--- src/rtl/fir_tdm_pkg.sv ---
// -----------------------------------------------------------------------------
// fir_tdm_pkg
//   Shared types and helpers for the time-multiplexed FIR filter.
//   - state_t   : controller states (IDLE, MAC, OUT)
//   - accw()    : accumulator width that cannot overflow for TAPS products
//   - sat_shift : arithmetic right shift followed by a clamp to a signed
//                 range of a given output width (used when FIR_TDM_SAT_EN
//                 is defined)
// -----------------------------------------------------------------------------
package fir_tdm_pkg;

   typedef enum logic [1:0] {
      IDLE = 2'd0,
      MAC  = 2'd1,
      OUT  = 2'd2
   } state_t;

   // Working width for the saturation helper; wide enough for any legal
   // accumulator (DW + CW + 8 bits).
   localparam int SAT_W = 64;

   function automatic int accw(input int dw, input int cw, input int taps);
      return dw + cw + $clog2(taps);
   endfunction

   // Shift right arithmetically, then clamp to [-2^(ow-1), 2^(ow-1)-1].
   // The caller truncates the returned value to ow bits.
   function automatic logic signed [SAT_W-1:0] sat_shift(
      input logic signed [SAT_W-1:0] acc,
      input int                      shift,
      input int                      ow
   );
      logic signed [SAT_W-1:0] shifted;
      logic signed [SAT_W-1:0] hi;
      logic signed [SAT_W-1:0] lo;
      shifted = acc >>> shift;
      hi      = (64'sd1 <<< (ow - 1)) - 64'sd1;
      lo      = -hi - 64'sd1;
      if (shifted > hi) begin
         return hi;
      end else if (shifted < lo) begin
         return lo;
      end
      return shifted;
   endfunction

endpackage

--- src/rtl/fir_tdm_mac.sv ---
// -----------------------------------------------------------------------------
// fir_tdm_mac
//   Registered signed multiply-accumulate unit with output stage.
//   Build option: FIR_TDM_SAT_EN (defined -> clamp the shifted accumulator to
//   the OW-bit signed range; undefined -> truncate and wrap).
//
// Ports
//   clk        : clock, rising edge
//   srst       : synchronous active-high reset (clears all state)
//   clear_i    : zero the accumulator for a new sample
//   mul_en_i   : register coef_i * sample_i this cycle
//   load_i     : capture the shifted/saturated accumulator into out_data_o
//   coef_i     : coefficient h[k]
//   sample_i   : delayed sample x[n-k]
//   out_data_o : registered result, held until the next load
// -----------------------------------------------------------------------------
module fir_tdm_mac
   import fir_tdm_pkg::*;
#(
   parameter int DW    = 10,
   parameter int CW    = 10,
   parameter int ACCW  = 26,
   parameter int OW    = 20,
   parameter int SHIFT = 0
) (
   input  logic                 clk,
   input  logic                 srst,
   input  logic                 clear_i,
   input  logic                 mul_en_i,
   input  logic                 load_i,
   input  logic signed [CW-1:0] coef_i,
   input  logic signed [DW-1:0] sample_i,
   output logic signed [OW-1:0] out_data_o
);

   logic signed [DW+CW-1:0] prod_q, prod_d;
   logic                    prod_vld_q;
   logic signed [ACCW-1:0]  acc_q, acc_d;
   logic signed [OW-1:0]    out_q, out_d;

`ifdef FIR_TDM_SAT_EN
   logic signed [SAT_W-1:0] acc_wide;
   assign acc_wide = SAT_W'(acc_q);
`endif

   always_comb begin
      prod_d = coef_i * sample_i;
      acc_d  = acc_q;
      // The product registered last cycle is folded in one cycle later, so
      // the accumulator trails the multiplier by one stage.
      if (clear_i) begin
         acc_d = '0;
      end else if (prod_vld_q) begin
         acc_d = acc_q + ACCW'(prod_q);
      end
`ifdef FIR_TDM_SAT_EN
      out_d = OW'(sat_shift(acc_wide, SHIFT, OW));
`else
      out_d = OW'(acc_q >>> SHIFT);
`endif
   end

   always_ff @(posedge clk) begin
      if (srst) begin
         prod_q     <= '0;
         prod_vld_q <= 1'b0;
         acc_q      <= '0;
         out_q      <= '0;
      end else begin
         prod_vld_q <= mul_en_i;
         if (mul_en_i) begin
            prod_q <= prod_d;
         end
         acc_q <= acc_d;
         if (load_i) begin
            out_q <= out_d;
         end
      end
   end

   assign out_data_o = out_q;

endmodule

--- src/rtl/fir_tdm.sv ---
// -----------------------------------------------------------------------------
// fir_tdm
//   Time-multiplexed FIR filter: y[n] = sum_{k=0..TAPS-1} h[k] * x[n-k],
//   computed with one registered MAC iterated over the taps.
//   Build option: FIR_TDM_SAT_EN (saturating output instead of wrapping).
//
// Ports
//   CLK        : clock, rising edge
//   RST        : synchronous active-high reset
//   in_valid   : sample offered          in_ready  : block is idle
//   in_data    : sample x[n] (signed DW)
//   out_valid  : result available        out_ready : consumer takes result
//   out_data   : result y[n] (signed OW), held while out_valid && !out_ready
//   coef_we    : coefficient write strobe (honoured in IDLE only)
//   coef_addr  : tap index k (addresses >= TAPS are ignored)
//   coef_data  : new value for h[k]
//
// Latency: out_valid rises TAPS+2 cycles after the accept edge.
// -----------------------------------------------------------------------------
module fir_tdm
   import fir_tdm_pkg::*;
#(
   parameter int TAPS  = 63,
   parameter int DW    = 10,
   parameter int CW    = 10,
   parameter int OW    = 20,
   parameter int SHIFT = 0
) (
   input  logic                     CLK,
   input  logic                     RST,
   input  logic                     in_valid,
   output logic                     in_ready,
   input  logic signed [DW-1:0]     in_data,
   output logic                     out_valid,
   input  logic                     out_ready,
   output logic signed [OW-1:0]     out_data,
   input  logic                     coef_we,
   input  logic [$clog2(TAPS)-1:0]  coef_addr,
   input  logic signed [CW-1:0]     coef_data
);

   localparam int AW   = $clog2(TAPS);
   // k runs two steps past the last tap: one drain cycle for the final
   // product and one cycle to load the output register.
   localparam int KW   = $clog2(TAPS + 2);
   localparam int ACCW = accw(DW, CW, TAPS);

   localparam logic [AW-1:0] LAST_IDX    = AW'(TAPS - 1);
   localparam logic [KW-1:0] K_ISSUE_END = KW'(TAPS);
   localparam logic [KW-1:0] K_LAST      = KW'(TAPS + 1);

   state_t               state_q, state_d;
   logic [KW-1:0]        k_q, k_d;
   logic [AW-1:0]        wp_q, wp_d;
   logic [AW-1:0]        rd_q, rd_d;

   logic signed [DW-1:0] dline_q [TAPS];
   // Coefficient store: not reset, contents survive RST. Read
   // asynchronously so the tap loop needs no extra read stage.
   logic signed [CW-1:0] h_mem [TAPS];

   logic                 accept;
   logic                 coef_wr;
   logic                 mul_en;
   logic                 out_load;
   logic signed [DW-1:0] x_rd;
   logic signed [CW-1:0] h_rd;

   assign in_ready  = (state_q == IDLE);
   assign out_valid = (state_q == OUT);
   assign accept    = in_valid && (state_q == IDLE);
   assign coef_wr   = coef_we && (state_q == IDLE)
                      && ({1'b0, coef_addr} < (AW+1)'(TAPS));
   assign mul_en    = (state_q == MAC) && (k_q < K_ISSUE_END);
   assign out_load  = (state_q == MAC) && (k_q == K_LAST);

   assign x_rd = dline_q[rd_q];
   assign h_rd = h_mem[k_q[AW-1:0]];

   // ---------------------------------------------------------------- control
   always_comb begin
      state_d = state_q;
      k_d     = k_q;
      wp_d    = wp_q;
      rd_d    = rd_q;
      case (state_q)
         IDLE: begin
            if (accept) begin
               state_d = MAC;
               k_d     = '0;
               // Newest sample is x[n-0]; the read pointer walks backwards
               // from the slot it is written into.
               rd_d    = wp_q;
               wp_d    = (wp_q == LAST_IDX) ? '0 : wp_q + 1'b1;
            end
         end
         MAC: begin
            k_d = k_q + 1'b1;
            if (mul_en) begin
               rd_d = (rd_q == '0) ? LAST_IDX : rd_q - 1'b1;
            end
            if (out_load) begin
               state_d = OUT;
            end
         end
         OUT: begin
            if (out_ready) begin
               state_d = IDLE;
            end
         end
         default: begin
            state_d = IDLE;
         end
      endcase
   end

   always_ff @(posedge CLK) begin
      if (RST) begin
         state_q <= IDLE;
         k_q     <= '0;
         wp_q    <= '0;
         rd_q    <= '0;
      end else begin
         state_q <= state_d;
         k_q     <= k_d;
         wp_q    <= wp_d;
         rd_q    <= rd_d;
      end
   end

   // ------------------------------------------------------------- delay line
   always_ff @(posedge CLK) begin
      if (RST) begin
         for (int i = 0; i < TAPS; i++) begin
            dline_q[i] <= '0;
         end
      end else if (accept) begin
         dline_q[wp_q] <= in_data;
      end
   end

   // ----------------------------------------------------- coefficient store
   // A write coinciding with an accept lands before the first tap read, so
   // the new coefficient is used by that computation.
   always_ff @(posedge CLK) begin
      if (coef_wr) begin
         h_mem[coef_addr] <= coef_data;
      end
   end

   // -------------------------------------------------------------- datapath
   fir_tdm_mac #(
      .DW    (DW),
      .CW    (CW),
      .ACCW  (ACCW),
      .OW    (OW),
      .SHIFT (SHIFT)
   ) u_mac (
      .clk        (CLK),
      .srst       (RST),
      .clear_i    (accept),
      .mul_en_i   (mul_en),
      .load_i     (out_load),
      .coef_i     (h_rd),
      .sample_i   (x_rd),
      .out_data_o (out_data)
   );

endmodule

--- config.mk ---
export PLATFORM = sky130hd
export DESIGN_NAME = fir_tdm
export DESIGN_NICKNAME = d
export VERILOG_FILES = /design/src/rtl/fir_tdm_pkg.sv /design/src/rtl/fir_tdm_mac.sv /design/src/rtl/fir_tdm.sv
export SDC_FILE = /design/constraint.sdc
export NUM_CORES = 2
export LEC_CHECK = 0
export CAP_MARGIN = 20
export CELL_PAD_IN_SITES_DETAIL_PLACEMENT = 0
export CELL_PAD_IN_SITES_GLOBAL_PLACEMENT = 1
export CORE_ASPECT_RATIO = 1.4
export CORE_MARGIN = 2
export CORE_UTILIZATION = 49
export CTS_CLUSTER_DIAMETER = 80
export DETAILED_ROUTE_END_ITERATION = 8
export HOLD_SLACK_MARGIN = 0.03
export PLACE_DENSITY_LB_ADDON = 0.08
export SLEW_MARGIN = 20
export SYNTH_ARGS = -nofsm -noshare
export SYNTH_HDL_FRONTEND = slang
export SYNTH_SLANG_ARGS = --single-unit
export TNS_END_PERCENT = 10
--- constraint.sdc ---
create_clock -name CLK -period 7.05 [get_ports CLK]
set_input_delay 1.41 -clock CLK [delete_from_list [all_inputs] [get_ports CLK]]
set_output_delay 1.41 -clock CLK [all_outputs]
set_load 0.03 [all_outputs]
clk_routes.png
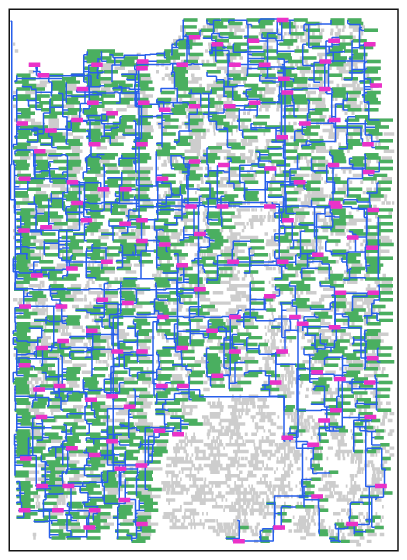
clock drivers -> magenta  # count 136
clock wires -> blue  # length 16,300 um
flip-flops -> green  # count 1,364
routed clock nets = 137

==> run notes <==
run results: Logic family by area=multiplexers, Chip Area, Yosys=slightly above 60,000 um2, Final WS setup=~0.00070 ns, Area Growth Syn to Fin=13.85%, Port Buffers=~52, Dominant flop cell=edfxtp_1, PD cells=around 340 nW/um2, clk_skew=0.02238 ns, mapped cell area=roughly 62,000 um2, Placer Congestion=approximately 0.9, cell taking the most area after synthesis=edfxtp_1, EDFF count, synth=1,270, Synth flops=about 1,400, Die H=~430 um, number of routed nets with antenna violations=0, metal2 WL=~85 mm, DRT iter0 DRCs=~2,500, vias per cell=between 5 and 6, Max stage delay on crit path=around 0.65 ns, Final nets=4,241, fraction of registers with async set/reset=0%, mi-comb count=about 2,100, synthesized instance count=roughly 3,900, register share after synthesis=between 60% and 70%, Final Util=approximately 56%, # rows=154, Latency at later pin=0.79 ns, cell with the most instances after synthesis=edfxtp_1, Top area cell types=edfxtp_1 61%, mux4_2 14%, and2_1 6.8%, dfxtp_1 3.0%, fa_1 3.0%, unrepaired setup endpoints after global routing=true, Commonest Layout Cell=edfxtp_1, WP buf/inv=6, Slew Limit Fails=0, Post-Synth Simple-Gate Area=around 11%, Int Pwr=between 0.015 and 0.02 W, Seq. cell area=40,040 um2, Reg2Reg Depth=23, Hold Crit Class=register to register, layout cell share with drive strength beyond 1=24.63%, Cell Count, Final, Fillers Out=5,795, Top pwr grp=registers, status=completed, syn_nets=~4,000, Avg Inst Size Synth=around 16 um2, Die ar.=~130,000 um2, synth cell count leaders=1,270 x edfxtp_1, 680 x and2_1, 397 x mux4_2, combinational group share of total power=about a third, Met1 Wirelength=~60 mm, stage-log warning count=32, WP data arrival=slightly below 8 ns, Worst slew margin=about a quarter, top fanout value on the critical path=8, post-layout minimum cycle time=7.049 ns, number of cells in Yosys stat=between 3,000 and 4,000, P_seq=about 0.009 W, # DRC=0, fp util=a little under 50%, Post-synth mux share=between 10% and 20%, Die Wd=305.0 um, crit share post-route=between 90% and 100%, FF-to-FF End=u_mac.prod_q[19], logic share of the area=approximately 30%
metal_density.png
Bar = 100 um. 15 x 21 tiles, from dark purple (low) to yellow (high), scaled to the fullest tile. Values are wire area over tile area, all layers added.
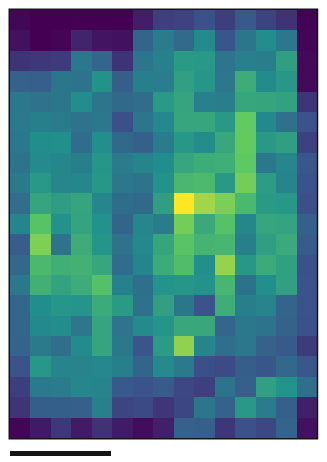
emptiest ninth of the die = upper left
tiles over half the peak = 31%
nearly empty tiles = 3.5%
mean over tiles = 0.19

## flip-flops by register name, summed over array words and instances (netlist names), named ones only
| name | count |
|---|---|
| u_mac.out_data_o | 20 |
| u_mac.acc_q | 20 |
| h_mem | 630 |
| u_mac.prod_vld_q | 1 |
| u_mac.prod_q | 20 |
| rd_q | 6 |
| k_q | 7 |
| state_q | 2 |
| wp_q | 6 |
| dline_q | 640 |
## metrics by stage
stage | power (W) | area [um2] | TNS (ns)
after floorplan | 0.01391 | 62140 | 0
after global placement | 0.01654 | 65580 | -0.9381
after detailed placement | 0.01655 | 65650 | -1.480
after CTS | 0.02424 | 70560 | -0.02788
after global routing | 0.02568 | 70740 | -0.8591
final | 0.02436 | 70750 | 0
Power is estimated from default activity; no workload was simulated.
